### Signal wires on met1, run 1

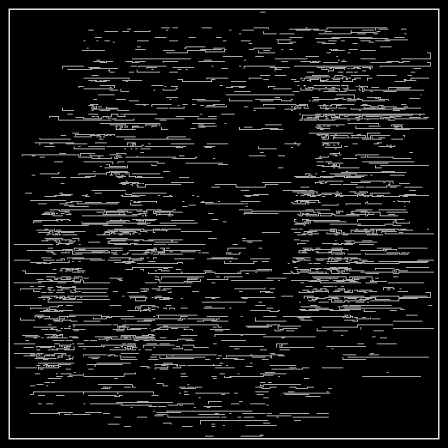
### Signal wires on met2, run 1

The bar under the picture is 20 um long.
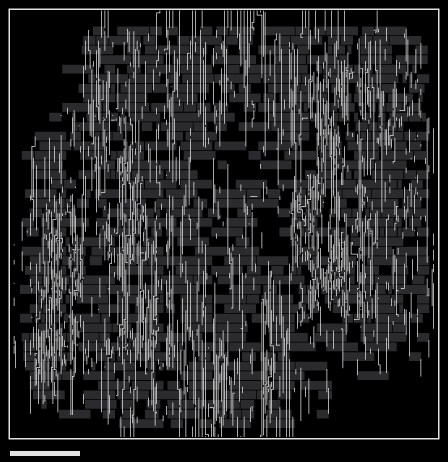
### The metal 3 layer, run 1

The bar under the picture is 20 um long.
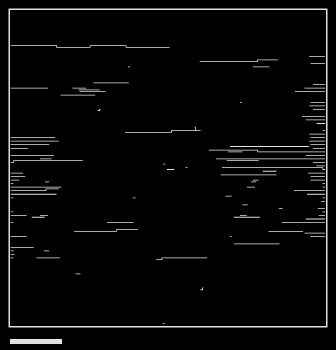
### The metal 4 layer, run 1

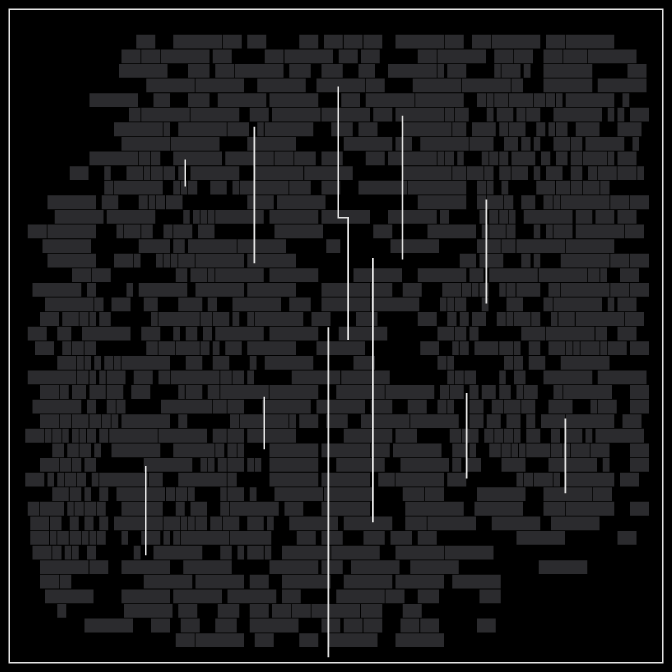
$ cat src/rtl/bkg_pkg.sv
// Shared constants, FSM state type and subtract/clamp helper for the bkg_ram
// background path.
package bkg_pkg;

   localparam int FRAME_W = 27;
   localparam int DATA_W  = 16;
   localparam int ADDR_W  = 8;

   localparam logic [FRAME_W-1:0] FRAME_MAX = {FRAME_W{1'b1}};

   typedef enum logic [1:0] {
      IDLE     = 2'd0,
      IN_FRAME = 2'd1,
      GAP      = 2'd2
   } bkg_state_e;

   function automatic logic [DATA_W-1:0] sub_clamp(input logic [DATA_W-1:0] data,
                                                    input logic [DATA_W-1:0] bkg);
      logic [DATA_W:0] diff;
      diff = {1'b0, data} - {1'b0, bkg};
      sub_clamp = diff[DATA_W] ? {DATA_W{1'b0}} : diff[DATA_W-1:0];
   endfunction

endpackage

$ cat src/rtl/bkg_sub_if.sv
// Pixel stream in/out plus the bkg_ram side-channel of bkg_sub.
// BKG_SUB_CLAMP_CNT_EN adds the clamp_cnt status field.
interface bkg_sub_if;
   import bkg_pkg::*;

   logic               acq_start;
   logic               in_valid;
   logic               in_sop;
   logic               in_eop;
   logic [DATA_W-1:0]  in_data;
   logic [FRAME_W-1:0] frameID;
   logic [ADDR_W-1:0]  address;
   logic [DATA_W-1:0]  bkg_signal;
   logic               bkg_sub_status;
   logic               out_valid;
   logic               out_sop;
   logic               out_eop;
   logic [DATA_W-1:0]  out_data;
   logic [FRAME_W-1:0] out_frameID;
   logic               frame_err;
`ifdef BKG_SUB_CLAMP_CNT_EN
   logic [15:0]        clamp_cnt;

   modport slave (
      input  acq_start, in_valid, in_sop, in_eop, in_data, bkg_signal, bkg_sub_status,
      output frameID, address, out_valid, out_sop, out_eop, out_data, out_frameID,
             frame_err, clamp_cnt
   );

   modport master (
      output acq_start, in_valid, in_sop, in_eop, in_data, bkg_signal, bkg_sub_status,
      input  frameID, address, out_valid, out_sop, out_eop, out_data, out_frameID,
             frame_err, clamp_cnt
   );
`else
   modport slave (
      input  acq_start, in_valid, in_sop, in_eop, in_data, bkg_signal, bkg_sub_status,
      output frameID, address, out_valid, out_sop, out_eop, out_data, out_frameID,
             frame_err
   );

   modport master (
      output acq_start, in_valid, in_sop, in_eop, in_data, bkg_signal, bkg_sub_status,
      input  frameID, address, out_valid, out_sop, out_eop, out_data, out_frameID,
             frame_err
   );
`endif

endinterface

$ cat src/rtl/bkg_sub_delay.sv
// Fixed-depth register pipeline with asynchronous reset; aligns sample fields
// with the bkg_ram read latency.
module bkg_sub_delay #(
   parameter int WIDTH = 1,
   parameter int DEPTH = 1
) (
   input  logic             clk_clk,
   input  logic             rst_reset,
   input  logic [WIDTH-1:0] din,
   output logic [WIDTH-1:0] dout
);

   logic [WIDTH-1:0] pipe_r [DEPTH];

   // Shift register; reset clears every stage so no stale valid survives
   always_ff @(posedge clk_clk or posedge rst_reset) begin
      if (rst_reset) begin
         for (int i = 0; i < DEPTH; i++) pipe_r[i] <= {WIDTH{1'b0}};
      end else begin
         pipe_r[0] <= din;
         for (int i = 1; i < DEPTH; i++) pipe_r[i] <= pipe_r[i-1];
      end
   end

   assign dout = pipe_r[DEPTH-1];

endmodule

$ cat src/rtl/bkg_sub.sv
// Background subtractor: drives bkg_ram frameID/address, aligns raw samples with
// the returned background and emits raw-background clamped at zero.
// Optional BKG_SUB_CLAMP_CNT_EN: per-frame count of clamped samples.
module bkg_sub
   import bkg_pkg::*;
#(
   parameter int N_CH    = 256,
   parameter int RAM_LAT = 2
) (
   input  logic     clk_clk,
   input  logic     rst_reset,
   bkg_sub_if.slave bus
);

   localparam int                 PIPE_W    = 3 + FRAME_W + DATA_W;
   localparam logic [ADDR_W-1:0]  LAST_ADDR = ADDR_W'(N_CH - 1);
   localparam logic [ADDR_W-1:0]  ADDR_ONE  = {{(ADDR_W-1){1'b0}}, 1'b1};
   localparam logic [FRAME_W-1:0] FRAME_ONE = {{(FRAME_W-1){1'b0}}, 1'b1};

   bkg_state_e         state_r;
   bkg_state_e         state_nxt_s;
   logic [ADDR_W-1:0]  addr_cnt_r;
   logic [ADDR_W-1:0]  addr_s;
   logic [FRAME_W-1:0] frame_id_r;
   logic               frame_err_r;
   logic               accept_s;
   logic               err_set_s;
   logic [PIPE_W-1:0]  pipe_in_s;
   logic [PIPE_W-1:0]  pipe_out_s;
   logic               d_valid_s;
   logic               d_sop_s;
   logic               d_eop_s;
   logic [FRAME_W-1:0] d_frame_s;
   logic [DATA_W-1:0]  d_data_s;
   logic [DATA_W-1:0]  result_s;
   logic               out_valid_r;
   logic               out_sop_r;
   logic               out_eop_r;
   logic [DATA_W-1:0]  out_data_r;
   logic [FRAME_W-1:0] out_frame_r;

   assign addr_s          = bus.in_sop ? {ADDR_W{1'b0}} : addr_cnt_r;
   assign bus.address     = addr_s;
   assign bus.frameID     = frame_id_r;
   assign bus.frame_err   = frame_err_r;
   assign bus.out_valid   = out_valid_r;
   assign bus.out_sop     = out_sop_r;
   assign bus.out_eop     = out_eop_r;
   assign bus.out_data    = out_data_r;
   assign bus.out_frameID = out_frame_r;

   // FSM state register
   always_ff @(posedge clk_clk or posedge rst_reset) begin
      if (rst_reset) state_r <= IDLE;
      else           state_r <= state_nxt_s;
   end

   // Next state, sample acceptance and framing-error detection
   always_comb begin
      state_nxt_s = state_r;
      accept_s    = 1'b0;
      err_set_s   = 1'b0;
      if (bus.acq_start) begin
         state_nxt_s = IDLE;
      end else begin
         case (state_r)
            IDLE: begin
               if (bus.in_valid && bus.in_sop) begin
                  accept_s    = 1'b1;
                  state_nxt_s = bus.in_eop ? GAP : IN_FRAME;
               end else begin
                  err_set_s = bus.in_valid;
               end
            end
            IN_FRAME: begin
               accept_s    = bus.in_valid;
               err_set_s   = bus.in_valid & bus.in_sop;
               state_nxt_s = (bus.in_valid && bus.in_eop) ? GAP : IN_FRAME;
            end
            GAP: begin
               state_nxt_s = IDLE;
               err_set_s   = bus.in_valid;
            end
            default: state_nxt_s = IDLE;
         endcase
         // eop must land exactly on the last channel, and the last channel must carry eop
         err_set_s = err_set_s | (accept_s & (bus.in_eop ^ (addr_s == LAST_ADDR)));
      end
   end

   // Channel counter, frame counter and sticky framing error
   always_ff @(posedge clk_clk or posedge rst_reset) begin
      if (rst_reset) begin
         addr_cnt_r  <= {ADDR_W{1'b0}};
         frame_id_r  <= {FRAME_W{1'b0}};
         frame_err_r <= 1'b0;
      end else if (bus.acq_start) begin
         addr_cnt_r  <= {ADDR_W{1'b0}};
         frame_id_r  <= {FRAME_W{1'b0}};
         frame_err_r <= 1'b0;
      end else begin
         if (accept_s) begin
            if (bus.in_eop)                addr_cnt_r <= {ADDR_W{1'b0}};
            else if (addr_s == LAST_ADDR)  addr_cnt_r <= LAST_ADDR;
            else                           addr_cnt_r <= addr_s + ADDR_ONE;
            if (bus.in_eop && frame_id_r != FRAME_MAX) frame_id_r <= frame_id_r + FRAME_ONE;
         end
         if (err_set_s) frame_err_r <= 1'b1;
      end
   end

   assign pipe_in_s = {accept_s, accept_s & bus.in_sop, accept_s & bus.in_eop,
                       frame_id_r, bus.in_data};

   bkg_sub_delay #(
      .WIDTH (PIPE_W),
      .DEPTH (RAM_LAT)
   ) u_delay (
      .clk_clk   (clk_clk),
      .rst_reset (rst_reset),
      .din       (pipe_in_s),
      .dout      (pipe_out_s)
   );

   assign {d_valid_s, d_sop_s, d_eop_s, d_frame_s, d_data_s} = pipe_out_s;
   assign result_s = bus.bkg_sub_status ? sub_clamp(d_data_s, bus.bkg_signal) : d_data_s;

   // Registered output stage
   always_ff @(posedge clk_clk or posedge rst_reset) begin
      if (rst_reset) begin
         out_valid_r <= 1'b0;
         out_sop_r   <= 1'b0;
         out_eop_r   <= 1'b0;
         out_data_r  <= {DATA_W{1'b0}};
         out_frame_r <= {FRAME_W{1'b0}};
      end else begin
         out_valid_r <= d_valid_s;
         out_sop_r   <= d_sop_s;
         out_eop_r   <= d_eop_s;
         if (d_valid_s) begin
            out_data_r  <= result_s;
            out_frame_r <= d_frame_s;
         end
      end
   end

`ifdef BKG_SUB_CLAMP_CNT_EN
   logic        clamp_hit_s;
   logic [15:0] run_base_s;
   logic [15:0] run_nxt_s;
   logic [15:0] run_cnt_r;
   logic [15:0] clamp_cnt_r;

   assign clamp_hit_s   = bus.bkg_sub_status & (d_data_s < bus.bkg_signal);
   assign bus.clamp_cnt = clamp_cnt_r;

   // Saturating running count, restarted by sop
   always_comb begin
      run_base_s = d_sop_s ? 16'd0 : run_cnt_r;
      if (clamp_hit_s && run_base_s != 16'hFFFF) run_nxt_s = run_base_s + 16'd1;
      else                                       run_nxt_s = run_base_s;
   end

   // Running count and value latched at end of frame
   always_ff @(posedge clk_clk or posedge rst_reset) begin
      if (rst_reset) begin
         run_cnt_r   <= 16'd0;
         clamp_cnt_r <= 16'd0;
      end else if (d_valid_s) begin
         if (d_eop_s) begin
            clamp_cnt_r <= run_nxt_s;
            run_cnt_r   <= 16'd0;
         end else begin
            run_cnt_r   <= run_nxt_s;
         end
      end
   end
`endif

endmodule

$ cat src/flat_wrapper.sv
// flat-port wrapper written by rule: the top's interface ports become plain ports
module bkg_sub_flat import bkg_pkg::*;
#(
   parameter int N_CH    = 256,
   parameter int RAM_LAT = 2
)
  (clk_clk, rst_reset, bus_acq_start, bus_in_valid, bus_in_sop, bus_in_eop, bus_in_data, bus_bkg_signal, bus_bkg_sub_status, bus_frameID, bus_address, bus_out_valid, bus_out_sop, bus_out_eop, bus_out_data, bus_out_frameID, bus_frame_err);
  bkg_sub_if bus_i ();
  input  logic clk_clk;
  input  logic rst_reset;
  input wire logic [$bits(bus_i.acq_start)-1:0] bus_acq_start;
  input wire logic [$bits(bus_i.in_valid)-1:0] bus_in_valid;
  input wire logic [$bits(bus_i.in_sop)-1:0] bus_in_sop;
  input wire logic [$bits(bus_i.in_eop)-1:0] bus_in_eop;
  input wire logic [$bits(bus_i.in_data)-1:0] bus_in_data;
  input wire logic [$bits(bus_i.bkg_signal)-1:0] bus_bkg_signal;
  input wire logic [$bits(bus_i.bkg_sub_status)-1:0] bus_bkg_sub_status;
  output wire logic [$bits(bus_i.frameID)-1:0] bus_frameID;
  output wire logic [$bits(bus_i.address)-1:0] bus_address;
  output wire logic [$bits(bus_i.out_valid)-1:0] bus_out_valid;
  output wire logic [$bits(bus_i.out_sop)-1:0] bus_out_sop;
  output wire logic [$bits(bus_i.out_eop)-1:0] bus_out_eop;
  output wire logic [$bits(bus_i.out_data)-1:0] bus_out_data;
  output wire logic [$bits(bus_i.out_frameID)-1:0] bus_out_frameID;
  output wire logic [$bits(bus_i.frame_err)-1:0] bus_frame_err;
  assign bus_i.acq_start = bus_acq_start;
  assign bus_i.in_valid = bus_in_valid;
  assign bus_i.in_sop = bus_in_sop;
  assign bus_i.in_eop = bus_in_eop;
  assign bus_i.in_data = bus_in_data;
  assign bus_i.bkg_signal = bus_bkg_signal;
  assign bus_i.bkg_sub_status = bus_bkg_sub_status;
  assign bus_frameID = bus_i.frameID;
  assign bus_address = bus_i.address;
  assign bus_out_valid = bus_i.out_valid;
  assign bus_out_sop = bus_i.out_sop;
  assign bus_out_eop = bus_i.out_eop;
  assign bus_out_data = bus_i.out_data;
  assign bus_out_frameID = bus_i.out_frameID;
  assign bus_frame_err = bus_i.frame_err;
  bkg_sub #(.N_CH(N_CH), .RAM_LAT(RAM_LAT)) u_core (.clk_clk(clk_clk), .rst_reset(rst_reset), .bus(bus_i));
endmodule
$ cat config.mk
export PLATFORM = sky130hd
export DESIGN_NAME = bkg_sub_flat
export DESIGN_NICKNAME = d
export VERILOG_FILES = /design/src/rtl/bkg_pkg.sv /design/src/rtl/bkg_sub_if.sv /design/src/rtl/bkg_sub_delay.sv /design/src/rtl/bkg_sub.sv /design/src/flat_wrapper.sv
export SDC_FILE = /design/constraint.sdc
export NUM_CORES = 1
export LEC_CHECK = 0
export ABC_CLOCK_PERIOD_IN_PS = 8400
export CORE_MARGIN = 2
export CORE_UTILIZATION = 53
export DETAILED_ROUTE_END_ITERATION = 16
export GPL_TIMING_DRIVEN = 1
export PLACE_DENSITY = 0.81
export SKIP_LAST_GASP = 1
export SYNTH_ARGS = -nofsm -noshare
export SYNTH_HDL_FRONTEND = slang
export SYNTH_SLANG_ARGS = --single-unit
$ cat constraint.sdc
create_clock -name clk_clk -period 8.4 [get_ports clk_clk]
set_clock_uncertainty 0.05 [all_clocks]
set_input_delay 1.68 -clock clk_clk [delete_from_list [all_inputs] [get_ports clk_clk]]
set_output_delay 1.68 -clock clk_clk [all_outputs]
set_load 0.01 [all_outputs]
==> run notes, run 1 <==
Notes on the physical design

Global routing used 21.2% of the available tracks across all layers. The row count is 42. The width of the die is 122 um.

The end of the critical path is bus_address[2]. The final total negative setup slack is 0 ns. The wire length per cell after detailed routing is around 16 um. The arrival time at the worst endpoint is around 3.3 ns. The main kind of combinational logic by area is simple AND/OR/NAND/NOR gates. The clock buffer count from CTS is 17. The run finished with clean final reports.

The routed design could run at a clock period as short as 4.99 ns. Per the OpenROAD floorplan log, the height of the die is around 120 um. The count of routing violations after the opening detailed-route iteration is 376.

The placer's final routability congestion estimate is 0.884. The initial antenna violation count is 0. Sorting the synthesized cells by how often they occur yields dfrtp_1, nor2_1, nand2_1. The clock network fraction of design power is between 40% and 50%. The maximum number of pins on one net before global-route repair is 99. In this run the standard cell core region covers around 0.013 sq mm.

The share of total power in combinational logic is 10.6%. Static timing analysis puts the maximum clock frequency at about 200 MHz. The detailed route wirelength on metal3 is 916 um. Cells fill 67.8% of the core in the end. In this run the remaining antenna-violating nets after routing total 0.

The number of placed I/O pins is 121. The hold violation count in the final report is 0. For this run, design rule violations remaining after detail routing come to 0.

At the worst endpoint, the required time is 6.67 ns.
## Picture notes: 'Signal wires on met1'
- nets with wire on the layer: 702
- wire length on this layer: 6,320 um
- share of all routed wire: 43%

## Picture notes: 'Signal wires on met2'
- share of all routed wire: 49%
- nets with wire on the layer: 679
- longest straight run: 43.2 um
- wire length on this layer: 7,310 um
- main direction: vertical
via count: 4,908
global-route met2 utilization: 34.7%
routed wire length: 14.8 mm

## Picture notes: 'The metal 3 layer'
- longest straight run: 41.6 um
- wire length on this layer: 917 um
- share of all routed wire: 6.2%

## Picture notes: 'The metal 4 layer'
- nets with wire on the layer: 6
- share of all routed wire: 2.0%
- main direction: vertical
- longest straight run: 61.2 um
- wire length on this layer: 290 um

## run 1: power by group through the flow
stage	Clock, mW	Combinational [mW]	Sequential (mW)
after floorplan	0	0.106	0.914
after global placement	0	0.191	0.908
after detailed placement	0	0.196	0.909
after CTS	0.784	0.198	0.893
after global routing	0.821	0.218	0.895
final	0.772	0.197	0.893
## run 1: cell usage in the layout (no fill, tap or decap), types with 4 or more instances in the layout
master,count
or2_2,4
a22oi_1,7
o21ai_0,28
nand2b_1,6
o211ai_1,5
xnor2_1,16
ha_1,19
inv_1,31
and3_1,8
nor2b_1,18
nor3_1,11
a31oi_1,4
nand2_1,37
clkbuf_16,17
clkdlybuf4s50_1,120
a21oi_1,33
xor2_1,17
nor2_1,55
nand4_1,11
nand3_1,17
mux2i_1,4
dfrtp_1,175
mux2_2,27
## run 1: through the flow
stage / hold WS (ns) / std cells
6_report: 0.296 / 911
3_5_place_dp: 0.285 / 880
2_1_floorplan: 0.281 / 629
3_3_place_gp: 0.282 / 880
5_1_grt: 0.303 / 911
4_1_cts: 0.299 / 911
## run 1: layout make-up
type                    instances  area share, %
well taps                     176           2.43
multi-input cells             373           27.6
flip-flops and latches        176           48.7
clock buffers                  20           4.93
repair buffers                123           13.5
inverters                      32           1.38
clock inverters                11           1.45
## run 1: critical path, cell delays in order
cell and delay (ns):
clkdlybuf4s50_1 0.63, nor2b_1 0.34, clkdlybuf4s50_1 0.61
## run 1: per-layer routing
metal  GRT usage, %  vias up
met5              0        -
met4           7.97        0
met3           6.25       24
met2           34.7      138
met1           26.9     2432
li1               -     2314
### Routing congestion, run 1

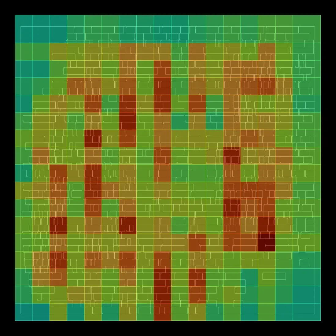

==> run 2: changes to the inputs <==
- ABC_CLOCK_PERIOD_IN_PS: 8400 -> 4240
- CORE_UTILIZATION: 53 -> 48
- PLACE_DENSITY: 0.81 -> 0.78
- clock period: 8.4 -> 4.24 ns (I/O delays scaled with it)
### Routing congestion, run 2

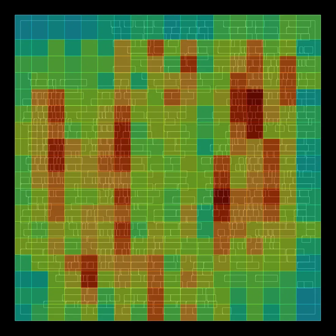
post-detailed-route wirelength per cell: 16.7 um
busiest grt layer: met2
final core area utilization: 60.7%
overall routing resource usage: 20.3%

### Signal wires on met1, run 2

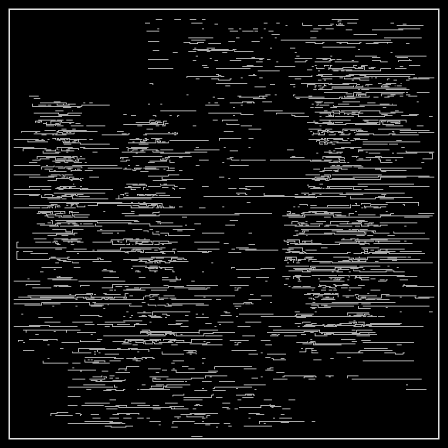
- nets with wire on the layer: 718
- wire length on this layer: 6,540 um
- share of all routed wire: 42%
via count: 4,968
met1 track demand over resource in global routing: 25.8%
routed wire length: 15.4 mm

==> run notes, run 2 <==
Notes on the physical design

The count of routing violations after the opening detailed-route iteration is 426 (was 376). The DRC violation count after routing is 0 (unchanged). The number of nets with antenna violations after routing came to 0 (unchanged).

The most frequent cell on the critical path is clkdlybuf4s50_1 (unchanged). The worst-path cell with the longest stage delay is clkdlybuf4s50_1 (unchanged). The clock buffer count from CTS was 17 (unchanged). The share of total power in combinational logic was 10.6% (about the same). The arrival time at the worst endpoint is 2.38 ns (was 3.26 ns).

Top post-synthesis cells by count: dfrtp_1, nor2_1, nand2_1 (unchanged). After layout, the minimum clock period comes to 3.27 ns. The number of placed I/O pins came to 121 (unchanged). The core footprint came to 0.0150 sq mm (was 0.0133 sq mm). The end of the critical path is bus_address[2] (unchanged). The number of placed cells counting well taps is 895 (was 880). The clock network fraction of design power is 41.7% (was 41.5%). Run status: finished clean (unchanged). The row count is 45 (was 42).

The most numerous logic cell after layout is dfrtp_1 (unchanged). The width of the die is 127 um (was 122 um). Most common logic cells in the final layout: dfrtp_1, clkdlybuf4s50_1, nor2_1, nand2_1, a21oi_1 (unchanged).
### The metal 3 layer, run 2

The bar under the picture is 50 um long.
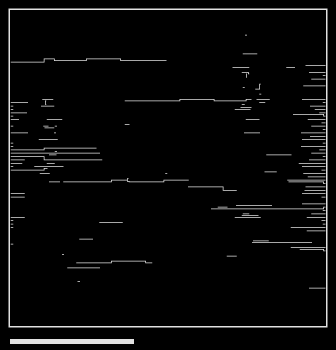
- nets with wire on the layer: 104
- main direction: horizontal
- wire length on this layer: 973 um
met3 Use GR: 6.16%

run 2: cell types whose count changed in the layout (fill, tap and decap cells not counted), moves of 2 or more:
| cell | change |
|---|---|
| buf_12 | +2 |
| clkbuf_1 | -2 |
| clkinv_8 | +2 |
| inv_6 | -2 |
| inv_8 | +4 |
run 2: cells by family (layout without fill, tap and decap cells):
logic type                 Yosys count  count (layout)  share of synthesized area, %
buffers and inverters               80             190                          5.66
AOI/OAI and AO/OA                  102             102                          8.72
and+or+nand+nor                    187             187                          13.3
DFF                                176             176                          60.2
adders and majority gates           20              20                          3.52
muxes                               31              31                          4.70
xor gates and xnor gates            33              33                          3.95
run 2: power groups by stage:
stage	sequential, mW	combinational, mW	clock (mW)
floorplan	1.81	0.210	0
global placement	1.81	0.380	0
detailed placement	1.81	0.392	0
CTS	1.78	0.396	1.59
global route	1.78	0.436	1.67
finish	1.78	0.394	1.55
run 2: layout make-up:
cell class / instances / area, sq um / area share, %
repair buffers: 126 / 1270 / 13.9
well taps: 188 / 235 / 2.58
flip-flops and latches: 176 / 4410 / 48.2
clock inverters: 15 / 171 / 1.88
multi-input cells: 373 / 2500 / 27.4
inverters: 32 / 124 / 1.36
clock buffers: 17 / 425 / 4.66
run 2: metrics by stage:
stage / hold slack (ns) / worst slack (ns)
2_1_floorplan: 0.281 / 1.09
4_1_cts: 0.298 / 0.964
3_3_place_gp: 0.281 / 0.829
6_report: 0.292 / 0.966
5_1_grt: 0.303 / 0.878
3_5_place_dp: 0.285 / 0.727
run 2: worst max-delay path, delay by kind of cell:
| family | cells | cell delay (ns) |
|---|---|---|
| buffers and inverters | 2 | 1.20 |
| and+or+nand+nor | 1 | 0.32 |
### Signal wires on met2, run 2

The bar under the picture is 50 um long.
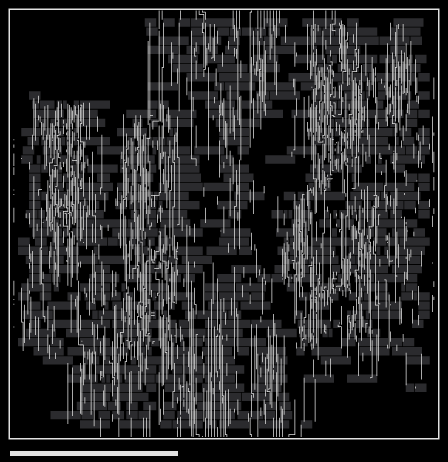

==> run 3: changes to the inputs <==
- ABC_CLOCK_PERIOD_IN_PS: 4240 -> 2700
- clock period: 4.24 -> 2.7 ns (I/O delays scaled with it)
### Signal wires on met2, run 3

The bar under the picture is 50 um long.
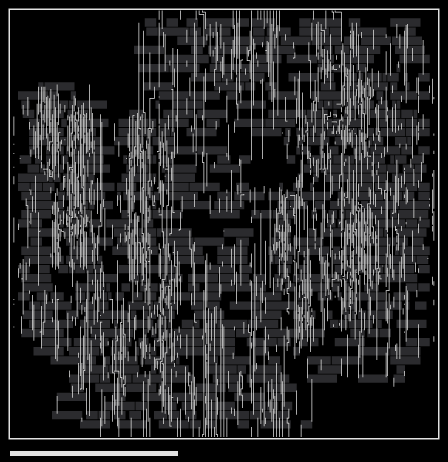
- share of all routed wire: 49%
- wire length on this layer: 7,680 um

### The metal 4 layer, run 3

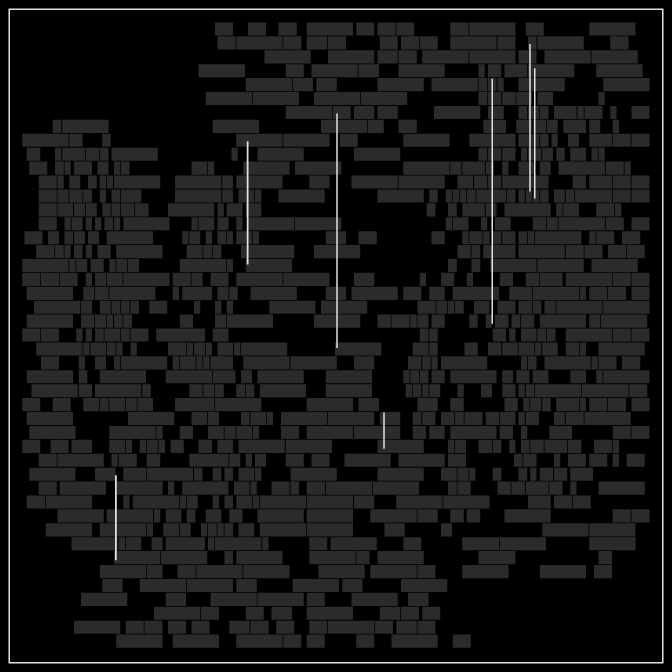
- share of all routed wire: 1.2%
- main direction: vertical
- wire length on this layer: 194 um
- nets with wire on the layer: 4
- longest straight run: 47.6 um
via count: 5,112
routed wire length: 15.6 mm

==> run notes, run 3 <==
Notes on the physical design

The maximum number of pins on one net before global-route repair came to 127 (was 59). The most numerous logic cell after layout is dfrtp_1 (unchanged). The placer's final routability congestion estimate was 0.912 (was 0.914). The achievable clock frequency is 382 MHz. Top post-synthesis cells by count: dfrtp_1, nor2_1, nand2_1 (unchanged). The final total negative setup slack is 0 ns (unchanged). The arrival time at the worst endpoint is 2.03 ns (was 2.38 ns). The group drawing the most power is sequential cells (unchanged).

The initial antenna violation count is 0 (unchanged). The power of the clock network is 2.31 mW (was 1.55 mW). The number of placed I/O pins came to 121 (unchanged). The end of the critical path is bus_address[6] (was bus_address[2]). Cell-by-cell listing of the critical path: clkdlybuf4s50_1 > buf_4 > nor2b_1 > clkdlybuf4s50_1 (was clkdlybuf4s50_1 > nor2b_1 > clkdlybuf4s50_1). The worst setup margin came to 0.0809 ns (was 0.966 ns). The footprint of the flip-flops and latches came to 0.00441 sq mm (unchanged). The number of nets with antenna violations after routing is 0 (unchanged). For the finished layout, the period the worst path requires is roughly 2.6 ns.

The width of the die was 127 um (unchanged). The core footprint is 0.0150 sq mm (unchanged). The number of placed cells counting well taps came to 935 (was 895). The most frequent cell on the critical path is clkdlybuf4s50_1 (unchanged). The power attributed to combinational cells is 676 uW (was 394 uW). The DRC violation count after routing is 0 (unchanged).

The worst-path cell with the longest stage delay is clkdlybuf4s50_1 (unchanged). The count of routing violations after the opening detailed-route iteration is 354 (was 426). The longest individual stage delay on the worst path is 0.59 ns (was 0.61 ns). The final core area utilization is 62.5% (was 60.7%). Run status: finished clean (unchanged).

The pre-CTS setup slack came to -0.325 ns (was 0.727 ns). The overall die height was 127 um (unchanged). The overall routing resource usage came to 20.2% (was 20.3%).
### The metal 3 layer, run 3

The bar under the picture is 50 um long.
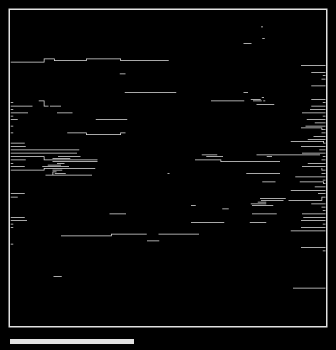
- nets with wire on the layer: 104
- main direction: horizontal
- share of all routed wire: 6.2%
- wire length on this layer: 963 um
- longest straight run: 27.4 um
met3 Use GR: 5.82%

run 3: worst min path at each step:
stage / startpoint / end / slack [ns] / cells after the start
6_report: u_core.u_delay.pipe_r[78] / u_core.u_delay.dout[32] / 0.30 / 0
5_1_grt: u_core.u_delay.pipe_r[65] / u_core.u_delay.dout[19] / 0.30 / 0
4_1_cts: u_core.u_delay.pipe_r[74] / u_core.u_delay.dout[28] / 0.30 / 0
3_5_place_dp: u_core.u_delay.pipe_r[67] / u_core.u_delay.dout[21] / 0.28 / 0
3_3_place_gp: u_core.u_delay.pipe_r[67] / u_core.u_delay.dout[21] / 0.28 / 0
2_1_floorplan: u_core.u_delay.dout[43] / u_core.bus.out_eop / 0.28 / 0
run 3: worst max-delay path, delay by kind of cell:
kind | cells | cell delay, ns
buf+inv | 3 | 1.26
simple gates | 1 | 0.23
run 3: layout make-up:
| type | instances | share of cell area [%] |
|---|---|---|
| Clock buffer | 18 | 4.57 |
| Tap cell | 188 | 2.50 |
| Sequential cell | 176 | 46.9 |
| Multi-Input combinational cell | 373 | 26.7 |
| Inverter | 32 | 1.32 |
| Clock inverter | 13 | 1.25 |
| Timing Repair Buffer | 166 | 16.7 |
run 3: per-layer routing:
| layer | GRT usage (%) | part of all wire [%] |
|---|---|---|
| met3 | 5.82 | 6.2 |
| met4 | 5.95 | 1.2 |
| met5 | 0 | 0 |
| met1 | 26.2 | 44 |
| met2 | 33.4 | 49 |
run 3: kinds of logic after synthesis:
kind of cell / synth area share, %
AND-OR/OR-AND: 8.72
XOR/XNOR: 3.95
adder cells (fa/ha/maj): 3.52
buffers and inverters: 5.66
flip-flops: 60.2
multiplexers: 4.70
AND/OR/NAND/NOR: 13.3
Power figures rest on the tool's default switching activity, not on a simulated workload.
